## config.mk

```make
export PLATFORM = sky130hd
export DESIGN_NAME = addkey_lane
export DESIGN_NICKNAME = d
export VERILOG_FILES = /design/src/rtl/addkey_pkg.sv /design/src/rtl/addkey_lane_slice.sv /design/src/rtl/addkey_lane.sv
export SDC_FILE = /design/constraint.sdc
export NUM_CORES = 1
export LEC_CHECK = 0
export CORE_UTILIZATION = 50
export DETAILED_ROUTE_END_ITERATION = 10
export PLACE_DENSITY = 0.85
export SYNTH_ARGS = -nofsm -noshare
export SYNTH_HDL_FRONTEND = slang
export SYNTH_SLANG_ARGS = --single-unit
```

## constraint.sdc

```tcl
create_clock -name clk -period 2.4 [get_ports clk]
set_clock_uncertainty 0.1 [all_clocks]
set_input_delay 0.24 -clock clk [delete_from_list [all_inputs] [get_ports clk]]
set_output_delay 0.24 -clock clk [all_outputs]
set_load 0.01 [all_outputs]
```

## src/rtl/addkey_pkg.sv

```systemverilog
// Shared types and default widths for the lane-serial AddRoundKey block.
package addkey_pkg;

  localparam int DEF_DATA_W = 128;
  localparam int DEF_LANE_W = 32;

  typedef enum logic [1:0] {
    IDLE = 2'd0,
    RUN  = 2'd1,
    DONE = 2'd2
  } state_t;

endpackage

```

## src/rtl/addkey_lane_slice.sv

```systemverilog
// Combinational lane step: XORs one LANE_W-wide lane of the working block with
// the matching key lane and returns the block with only that lane replaced.
module addkey_lane_slice #(
  parameter int DATA_W = addkey_pkg::DEF_DATA_W,
  parameter int LANE_W = addkey_pkg::DEF_LANE_W,
  parameter int CNT_W  = 2
) (
  input  logic [DATA_W-1:0] state,
  input  logic [DATA_W-1:0] key,
  input  logic [CNT_W-1:0]  cnt,
  output logic [DATA_W-1:0] next_state
);

  // NOTE: every always_comb output gets a full default first, so no path can infer a latch.
  always_comb begin
    next_state = state;
    next_state[cnt*LANE_W +: LANE_W] = state[cnt*LANE_W +: LANE_W] ^ key[cnt*LANE_W +: LANE_W];
  end

endmodule

```

## src/rtl/addkey_lane.sv

```systemverilog
// AddRoundKey processed one lane per clock; the result register only updates
// when the last lane completes, so partial blocks are never visible.
module addkey_lane
  import addkey_pkg::*;
#(
  parameter int DATA_W = DEF_DATA_W,
  parameter int LANE_W = DEF_LANE_W
) (
  input  logic              clk,
  input  logic              rst,
  input  logic              start,
  input  logic [DATA_W-1:0] in,
  input  logic [DATA_W-1:0] key,
  output logic              busy,
  output logic              finish,
  output logic [DATA_W-1:0] addkey
);

  localparam int NLANES = DATA_W / LANE_W;
  localparam int CNT_W  = (NLANES > 1) ? $clog2(NLANES) : 1;
  localparam logic [CNT_W-1:0] LAST_LANE = CNT_W'(NLANES - 1);

  if (DATA_W % LANE_W != 0) begin : g_bad_width
    $error("addkey_lane: DATA_W must be a multiple of LANE_W");
  end

  state_t            state_q, state_d;
  logic [CNT_W-1:0]  cnt_q, cnt_d;
  logic [DATA_W-1:0] data_q, data_d;
  logic [DATA_W-1:0] key_q, key_d;
  logic [DATA_W-1:0] addkey_q, addkey_d;
  logic [DATA_W-1:0] lane_next;

  addkey_lane_slice #(
    .DATA_W (DATA_W),
    .LANE_W (LANE_W),
    .CNT_W  (CNT_W)
  ) u_slice (
    .state      (data_q),
    .key        (key_q),
    .cnt        (cnt_q),
    .next_state (lane_next)
  );

  always_comb begin
    state_d  = state_q;
    cnt_d    = cnt_q;
    data_d   = data_q;
    key_d    = key_q;
    addkey_d = addkey_q;
    unique case (state_q)
      IDLE, DONE: begin
        if (start) begin
          data_d  = in;
          key_d   = key;
          cnt_d   = '0;
          state_d = RUN;
        end
      end
      RUN: begin
        // Operands are frozen while running; start and new inputs are ignored here.
        data_d = lane_next;
        cnt_d  = cnt_q + CNT_W'(1);
        if (cnt_q == LAST_LANE) begin
          addkey_d = lane_next;
          cnt_d    = '0;
          state_d  = DONE;
        end
      end
      default: state_d = IDLE;
    endcase
  end

  // NOTE: the captured operands are cleared on reset too, so no stale key survives an abort.
  always_ff @(posedge clk) begin
    if (rst) begin
      state_q  <= IDLE;
      cnt_q    <= '0;
      data_q   <= '0;
      key_q    <= '0;
      addkey_q <= '0;
    end else begin
      state_q  <= state_d;
      cnt_q    <= cnt_d;
      data_q   <= data_d;
      key_q    <= key_d;
      addkey_q <= addkey_d;
    end
  end

  // Flags decode directly from the registered state, which keeps them exclusive.
  assign busy   = (state_q == RUN);
  assign finish = (state_q == DONE);
  assign addkey = addkey_q;

endmodule

```

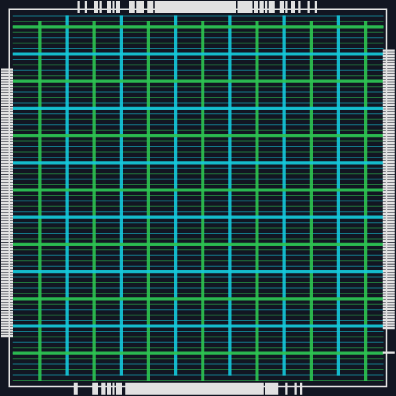
*Power grid, run 1*
Drawn at 2 px/um. Pins as bars on the die edge.
legend:
  cyan:
    net: VDD
  green:
    net: VSS
met5 straps: 13
met1 rails: 68
signal pins: 389
Peak supply drop: 0.5475 mV
core region area: 0.03378 mm2
DIE WIDTH: 187.9 um
die y size: 187.9 um

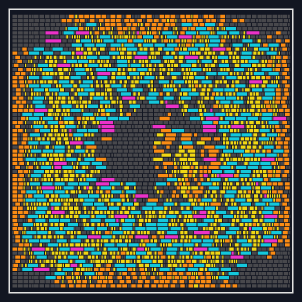
*Placement by cell class, run 1*
Drawn at 1.5 px/um. Fill, decap, tap and diode cells in grey.
legend:
  magenta:
    class: clock drivers and dummy loads
    cells: 66
    share_of_their_area: 5.8%
  yellow:
    class: combinational and other logic
    cells: 1,449
    share_of_their_area: 39%
  orange:
    class: remaining buffers and delay cells
    cells: 455
    share_of_their_area: 21%
  cyan:
    class: sequential cells
    cells: 388
    share_of_their_area: 34%

==> qor.yml, run 1 <==
worst_setup_path:
  cp-end-kind: "output port"
  crit_chain: "inv_1 -> nor2_1 -> clkdlybuf4s50_1"
  cp-start-kind: "flip-flop"
  worstSetupStartpoint: "state_q[1]"
timing:
  maxSlewHeadroom_pct: 33.61
  whs_ns: 0.1560
  drv_slew: 0
  period_needed_ns: 2.352
  min_period_over_period_pct: 98.02
cts:
  cts_root_buf: "clkbuf_16"
  htreeDepth: 2
  clk_latency_ns: 0.53
synthesis:
  top_area_share_pct: 44.94
  ys_seq_share_pct: 44.94
  edf_count: 0
  ys_area_mm2: 0.01728
  syn-cell-area_mm2: 0.01728
  ys_cells: 2028
  synth_cell_types: 29
  synthArstFlopShare_pct: 0
  syn_inst: 2028
final_layout:
  area_delta_synth_final_pct: 34.10
  diodes: 0
placement:
  dpl-instance-area_mm2: 0.02186
  io_buffers: 388
global_routing:
  grt_max_degree: 208
  grt_util_met1_pct: 44.48
  use_met3_pct: 6.307
power:
  p_leak_nw: 8.475
  total_power_mw: 15.84
route:
  route.met3.wl_um: 7163
  drt_pass1_iterations: 6
  wl_met2_um: 29050
  totalWireLength_um: 64050
run_status:
  status: "finished, final reports clean"
die:
  initial_utilization_pct: 51.16
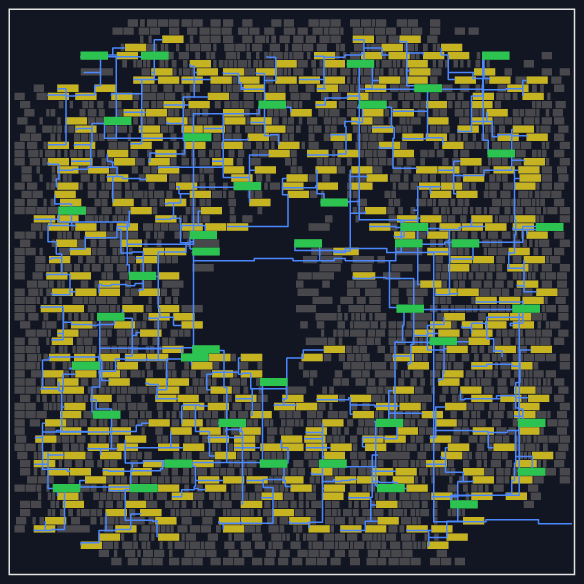
*Clock network drawn from the DEF, run 1*
Drawn at 3 px/um.
legend:
  yellow:
    item: flip-flops
    count: 388
  green:
    item: clock drivers
    count: 41
  blue:
    item: clock wires
    length: 4,440 um
routed clock nets: 42

[run 1: final cells by class]
| cell class | instances | area, um2 |
|---|---|---|
| inverters | 5 | 18.77 |
| repair buffers | 455 | 4673 |
| clock buffers | 58 | 1182 |
| flip-flops and latches | 388 | 7772 |
| multi-input cells | 1444 | 8851 |
| well taps | 448 | 560.5 |
| clock inverters | 8 | 118.9 |
| fillers | 2574 | 10610 |
[run 1: where the power goes]
part           total (mW)  internal, mW  switching [mW]
Combinational        2.52          1.14            1.38
Clock                6.29          3.73            2.56
Sequential           7.03          6.74           0.295
[run 1: cell families (layout without fill, tap and decap cells)]
family          Yosys count  after routing  synth area share, %
flops                   388            388                44.94
buf+inv                 196            526                4.423
fa+ha+maj                 6              6               0.4343
compound gates          711            711                24.14
mux                      94             94                5.444
simple gates            505            505                14.13
xor+xnor                128            128                6.486
### Placed standard cells, run 1

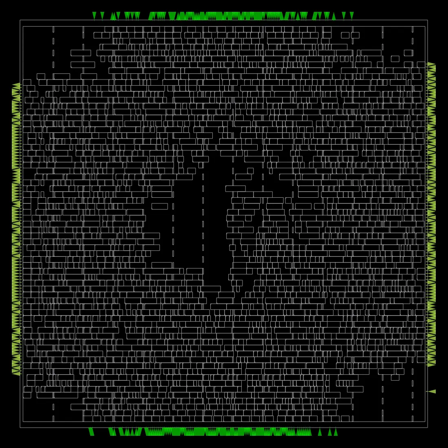

--- run 2 (diff from run 1) ---
--- a/config.mk
+++ b/config.mk
@@ -5,9 +5,10 @@
 export SDC_FILE = /design/constraint.sdc
 export NUM_CORES = 1
 export LEC_CHECK = 0
+export ABC_AREA = 1
 export CORE_UTILIZATION = 50
 export DETAILED_ROUTE_END_ITERATION = 10
-export PLACE_DENSITY = 0.85
+export PLACE_DENSITY = 0.83
 export SYNTH_ARGS = -nofsm -noshare
 export SYNTH_HDL_FRONTEND = slang
 export SYNTH_SLANG_ARGS = --single-unit
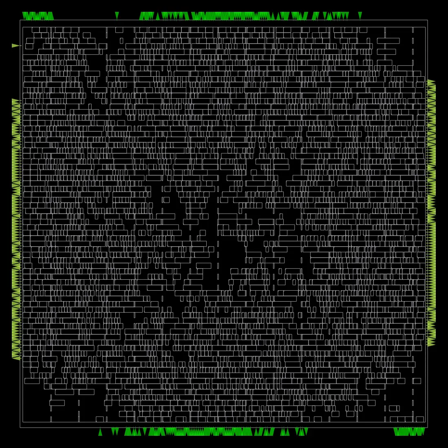
*Placed standard cells, run 2*
flop share of the area: 29.97%
Final Non-Filler Cells: 4,029
Seq Cell Count: 388
Final Core Density: 66.33%

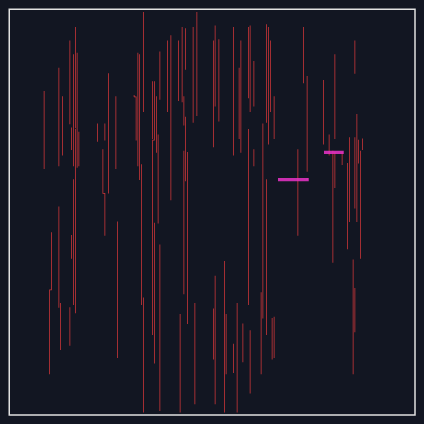
*Signal wires by layer, run 2*
Drawn at 2 px/um. Only two layers are drawn.
legend:
  magenta:
    layer: metal 5
    wire_length: 22.1 um
  red:
    layer: metal 4
    wire_length: 4,080 um
WL final: 68,140 um
Total GRT Usage: 32.63%
Wirelength per Cell: 16.91 um
Vias: 21,200

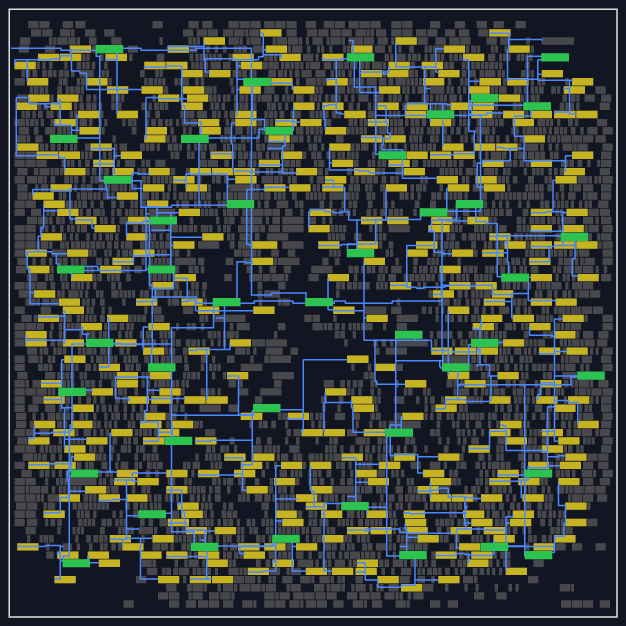
*Clock network drawn from the DEF, run 2*
Drawn at 3 px/um.
legend:
  green:
    item: clock drivers
    count: 43
  blue:
    item: clock wires
    length: 5,140 um
  yellow:
    item: flip-flops
    count: 388
flops lie: all over the die
clk_lat worst skew: 0.55 ns
Clk pwr share: 40.9%

==> qor.yml, run 2 <==
synthesis:
  ys_sh_mux_pct: 0  # -5.4 points
  synth-simple-area-share_pct: 25.18  # +11 points
  ys_top_cells_by_area: "dfxtp_1 (39%), nand2_1 (18%), inv_1 (12%)"
  ys_area_mm2: 0.02002  # +16%
  synth_adder_area_share_pct: 0.3750  # -0.059 points
  ys_sh_xor_pct: 0  # -6.5 points
  syn-cell-area_mm2: 0.02002  # +16%
  ys_sh_aoi_pct: 19.34  # -4.8 points
  synthArstFlopShare_pct: 0  # unchanged
  edf_count: 0  # unchanged
  top_area_share_pct: 38.80  # -6.1 points
  ys_cells: 3188  # +57%
  synthTopLogicFamily: "simple AND/OR/NAND/NOR gates"
  synth_cell_types: 22  # -24%
  ys_seq_share_pct: 38.80  # -6.1 points
final_layout:
  final_common_cell: "nand2_1"
  top_area_cell_class: "combinational gates"
  comb_area_share_pct: 34.82  # -3.4 points
  mostFrequentLayoutCells: "nand2_1 (933), inv_1 (614), dfxtp_1 (387), clkdlybuf4s50_1 (387), a21oi_1 (260)"
  inverters: 619  # +614
  comb_cells: 1978  # +37%
  signal_buffers: 444  # -2.4%
  area_delta_synth_final_pct: 29.54
  clockBufferCount: 67  # +16%
  clock_cell_area_share_pct: 5.935  # +0.32 points
  logic_area_mm2: 0.009030  # +2.0%
  diodes: 5  # +5
  nonClkBufAreaFrac_pct: 17.74  # -2.4 points
  filler_cell_count: 3471  # +35%
power:
  power.internal_mw: 12.44  # +7.2%
  max-vdd-ir-drop_mv: 0.4576  # -16%
  p_switching_mw: 5.127  # +21%
  pg_clk_mw: 7.19  # +14%
  total_power_mw: 17.57  # +11%
  p_comb_share_pct: 19.2  # +3.3 points
  p_leak_nw: 11.74  # +38%
  pg_comb_mw: 3.37  # +34%
  power.group.top: "the clock network"
  power_frac_seq_pct: 39.9  # -4.5 points
  power_sequential_mw: 7.01  # about the same
  swShare_pct: 29.19  # +2.4 points
timing:
  whs_ns: 0.1788  # +0.02277 ns
  maxSlewHeadroom_pct: 49.95  # +16 points
  period_needed_ns: 2.242  # -0.1104 ns
  finalSetupViolations: 0
  drv_slew: 0  # unchanged
global_routing:
  use_met3_pct: 5.385  # -0.92 points
  grt_max_degree: 114  # -45%
  grt_util_met1_pct: 39.35  # -5.1 points
worst_setup_path:
  crit_type: "reg2out"
  cp-end-kind: "output port"
  worstSetupStartpoint: "state_q[0]"
  r2r_end: "addkey[20]"
  cp-start-kind: "flip-flop"
  crit_chain: "inv_2 -> nor2_4 -> clkdlybuf4s50_1"
run_status:
  status: "finished, final reports clean"
placement:
  io_buffers: 388  # unchanged
  dpl-instance-area_mm2: 0.02435  # +11%
  numPlacedInstances: 3943
die:
  die-area_mm2: 0.04084
  initial_utilization_pct: 51.20  # about the same
  die_width_um: 202.1  # +7.5%
  n_tap_cell: 518  # +16%
  design.core.area_mm2: 0.03910  # +16%
route:
  wl_met2_um: 31940  # +10%
  wl_met1_um: 26480
  drt_pass1_iterations: 6  # unchanged
cts:
  htreeDepth: 2  # unchanged
  cts_tree: "done"
  cts_root_buf: "clkbuf_16"
## run 2: netlist changes by cell type after synthesis, moves of 66 or more
cell and delta:
o21ai_1 +178, nand2_1 +675, a211oi_1 +129, o21ai_0 +142, inv_1 +609, nand3_1 +94
mux2i_1 -94, o22ai_1 -288, nor3b_1 -128, nor2_1 +66, a21oi_1 -93
## run 2: logic make-up (layout without fill, tap and decap cells)
| group | after synthesis | after routing |
|---|---|---|
| buffers and inverters | 822 | 1140 |
| flip-flops | 388 | 388 |
| AND/OR/NAND/NOR | 1263 | 1263 |
| AND-OR/OR-AND | 709 | 709 |
| adder cells (fa/ha/maj) | 6 | 6 |
| other | 0 | 5 |
## run 2: timing repair
action                     in CTS  in global routing
setup endpoints to repair       0                  1
setup buffers                   0                  3
hold buffers                    1                  0
hold endpoints to repair       16                  0
resized                         0                  0
No activity file was given, so power comes from the tool's default toggle rates.
